===== config.mk =====
export PLATFORM = sky130hd
export DESIGN_NAME = mem_access_unit
export DESIGN_NICKNAME = d
export VERILOG_FILES = /design/src/rtl/mem_access_unit.sv
export SDC_FILE = /design/constraint.sdc
export NUM_CORES = 1
export LEC_CHECK = 0
export ABC_AREA = 1
export CORE_ASPECT_RATIO = 1.2
export CORE_MARGIN = 2
export CORE_UTILIZATION = 38
export DETAILED_ROUTE_END_ITERATION = 6
export GPL_TIMING_DRIVEN = 0
export PLACE_DENSITY = 0.8
export SLEW_MARGIN = 10
export SYNTH_ARGS = -nofsm -noshare
export SYNTH_HDL_FRONTEND = slang
export SYNTH_SLANG_ARGS = --single-unit

===== constraint.sdc =====
create_clock -name clk -period 1.3 [get_ports clk]
set_clock_uncertainty 0.1 [all_clocks]
set_input_delay 0.195 -clock clk [delete_from_list [all_inputs] [get_ports clk]]
set_output_delay 0.195 -clock clk [all_outputs]
set_load 0.02 [all_outputs]

===== src/rtl/mem_access_unit.sv =====
// Memory access unit: MAR/MDR register pair driving a single-request memory port
// with byte/word sizing, alignment fault detection and a bounded ready wait.
module mem_access_unit #(
  parameter int DATA_W   = 16,
  parameter int ADDR_W   = 16,
  parameter int WAIT_MAX = 15
) (
  input  logic                  clk,
  input  logic                  rst,
  input  logic                  LD_MAR,
  input  logic                  LD_MDR,
  input  logic                  MIO_EN,
  input  logic                  R_W,
  input  logic                  DATA_SIZE,
  input  logic [DATA_W-1:0]     bus_in,
  output logic [DATA_W-1:0]     mdr_out,
  output logic [ADDR_W-1:0]     MAR,
  output logic                  R,
  output logic                  fault,
  output logic                  timeout,
  output logic                  mem_en,
  output logic [ADDR_W-1:0]     mem_addr,
  output logic [DATA_W/8-1:0]   mem_we,
  output logic [DATA_W-1:0]     mem_wdata,
  input  logic [DATA_W-1:0]     mem_rdata,
  input  logic                  mem_ready,
  output logic [1:0]            dbg_state
);

  localparam int NB    = DATA_W / 8;
  localparam int LB    = $clog2(NB);
  localparam int CNT_W = $clog2(WAIT_MAX + 1);

  typedef enum logic [1:0] {IDLE = 2'd0, BUSY = 2'd1, DONE = 2'd2, ERR = 2'd3} state_t;

  state_t            state_q, state_d;
  logic [ADDR_W-1:0] mar_q;
  logic [DATA_W-1:0] mdr_q;
  logic [CNT_W-1:0]  cnt_q;
  logic              rw_q, sz_q, err_to_q;
  logic [LB-1:0]     off_q;
  logic              unaligned;
  logic              last_wait;
  logic [7:0]        byte_sel;

  // Handshake: MIO_EN is a one-cycle request honoured only in IDLE; mem_en stays
  // high through BUSY until mem_ready is sampled high or the wait budget runs out,
  // and R then pulses for exactly one cycle (with fault/timeout naming the cause).
  assign unaligned = DATA_SIZE && (mar_q[LB-1:0] != '0);
  assign last_wait = (cnt_q == CNT_W'(WAIT_MAX - 1));

  always_ff @(posedge clk or negedge rst) begin
    if (!rst) state_q <= IDLE;
    else      state_q <= state_d;
  end

  always_comb begin
    state_d = state_q;
    case (state_q)
      IDLE: if (MIO_EN) state_d = unaligned ? ERR : BUSY;
      BUSY: begin
        if (mem_ready)      state_d = DONE;
        else if (last_wait) state_d = ERR;
      end
      DONE:    state_d = IDLE;
      ERR:     state_d = IDLE;
      default: state_d = IDLE;
    endcase
  end

  always_comb begin
    mem_en  = 1'b0;
    mem_we  = '0;
    R       = 1'b0;
    fault   = 1'b0;
    timeout = 1'b0;
    case (state_q)
      BUSY: begin
        mem_en = 1'b1;
        if (rw_q) mem_we = sz_q ? {NB{1'b1}} : (NB'(1) << off_q);
      end
      DONE: R = 1'b1;
      ERR: begin
        R       = 1'b1;
        fault   = !err_to_q;
        timeout = err_to_q;
      end
      default: ;
    endcase
  end

  // Register datapath; every load is gated by the current state so stray
  // control inputs outside IDLE/BUSY leave MAR and MDR untouched.
  always_ff @(posedge clk or negedge rst) begin
    if (!rst) begin
      mar_q    <= '0;
      mdr_q    <= '0;
      cnt_q    <= '0;
      rw_q     <= 1'b0;
      sz_q     <= 1'b1;
      off_q    <= '0;
      err_to_q <= 1'b0;
    end else begin
      case (state_q)
        IDLE: begin
          if (LD_MAR) mar_q <= bus_in[ADDR_W-1:0];
          if (LD_MDR && !MIO_EN) mdr_q <= bus_in;
          if (MIO_EN) begin
            if (unaligned) begin
              err_to_q <= 1'b0;
            end else begin
              rw_q  <= R_W;
              sz_q  <= DATA_SIZE;
              off_q <= mar_q[LB-1:0];
              cnt_q <= '0;
            end
          end
        end
        BUSY: begin
          if (mem_ready) begin
            if (!rw_q) mdr_q <= mem_rdata;
          end else begin
            cnt_q <= cnt_q + CNT_W'(1);
            if (last_wait) err_to_q <= 1'b1;
          end
        end
        default: ;
      endcase
    end
  end

  assign mem_addr  = {mar_q[ADDR_W-1:LB], {LB{1'b0}}};
  assign mem_wdata = sz_q ? mdr_q : {NB{mdr_q[7:0]}};
  assign MAR       = mar_q;
  assign dbg_state = state_q;

  always_comb begin
    byte_sel = 8'h00;
    for (int i = 0; i < NB; i++) begin
      if (mar_q[LB-1:0] == LB'(i)) byte_sel = mdr_q[8*i +: 8];
    end
    mdr_out = sz_q ? mdr_q : {{(DATA_W-8){byte_sel[7]}}, byte_sel};
  end

endmodule


### Met1 routing

Supply wires on this layer in gray.
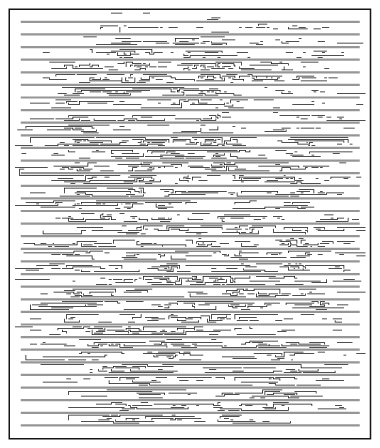
longest straight run	29.9 um
share of all routed wire	33%
DRT Wirelength: 12.3 mm
Via Count: 3,336
met1 Resource Use GR: 28.8%

### The metal 2 layer

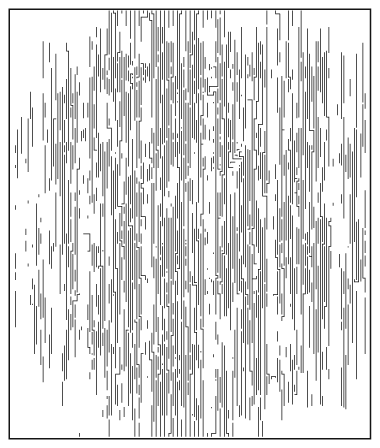
wire length on this layer	6,690 um
main direction	vertical
nets with wire on the layer	542
share of all routed wire	54%
longest straight run	45.2 um
met2 Use GR: 53.2%

-- per-stage QoR --
step | util, % | TNS, ns | power, mW | cells
floorplan | - | -2.77 | 7.46 | 343
global placement | 62.0 | -68.33 | 10.4 | 538
detailed placement | 62.4 | -25.23 | 10.6 | 539
CTS | 76.0 | -18.80 | 13.8 | 597
global route | 83.5 | -26.05 | 16.7 | 617
finish | 83.5 | -23.31 | 16.0 | 617
-- cells by family (layout without fill, tap and decap cells) --
group           count (synthesis)  count (layout)  share of synthesized area (%)
compound gates                 32              33                           6.59
xor+xnor                        1               1                          0.355
fa+ha+maj                       2               2                           1.01
buf+inv                        58             245                           13.8
flops                          42              42                           42.6
other cells                     1               1                          0.152
simple gates                  207             208                           35.5
-- worst min-delay path by stage --
stage,endpoint,slack [ns],depth (start not counted)
6_report,MAR[0],0.30,2
5_1_grt,MAR[1],0.36,2
4_1_cts,MAR[1],0.31,2
3_5_place_dp,MAR[1],0.08,1
3_3_place_gp,mdr_q[3],0.39,2
2_1_floorplan,MAR[0],-0.20,0
-- cells in the mapped netlist (2+ instances only) --
master	count	area [um2]
nand3_1	35	175
buf_4	25	188
nand2_4	3	33.8
o21ai_0	25	125
nor2_1	11	41.3
clkbuf_1	5	18.8
ha_1	2	25.0
buf_2	5	25.0
inv_2	2	7.51
inv_1	18	67.6
nand2_1	151	567
dfrtp_1	41	1030
a21oi_1	5	25.0
buf_6	3	33.8
-- registers in the layout, indices dropped and copies added (netlist names) --
| signal | flops |
|---|---|
| MAR | 16 |
| sz_q | 1 |
| err_to_q | 1 |
| rw_q | 1 |
| mdr_q | 16 |
| off_q | 1 |
| dbg_state | 2 |
| cnt_q | 4 |
==> metrics.yaml <==
lay_top_count: "nand2_1"
top_usage_layer: "met2"
place_congestion: 0.825
top_layer: "met4"
wl_met3_um: 678
wl_met1_mm: 4.02
hold_viol: 0
setup_viol: 74
yosysCellCount: 343
avgSynthCellArea_um2: 7.20
drive_above_1_share_pct: 57.0
ys_types: 26
power_clock_mw: 0.819
switchingPower_mw: 7.62
root_buffer: "clkbuf_8"
status: "finished, violations left"
drc: 0
hp-class: "input port to asynchronous set/reset pin"
biggestCellCategory: "buffers"
cp_num_buf_inv: 3
inverters: 20
rsz0062_at_grt: "yes"
powerComb_mw: 12.6
cp_top_family: "buffers and inverters"
violations: "negative setup slack"
crit_chain: "buf_4 -> nor2_4 -> clkbuf_16 -> nand2_4 -> o21ai_2 -> buf_6"
fin_ws_ns: -0.504
met3_usage_pct: 3.41
synthCells: 343
post_cts_resized: 432
cts_setup_buffers: 43
worstPathArrival_ns: 1.51
combPwrFrac_pct: 78.4
Power and IR drop assume default switching activity.
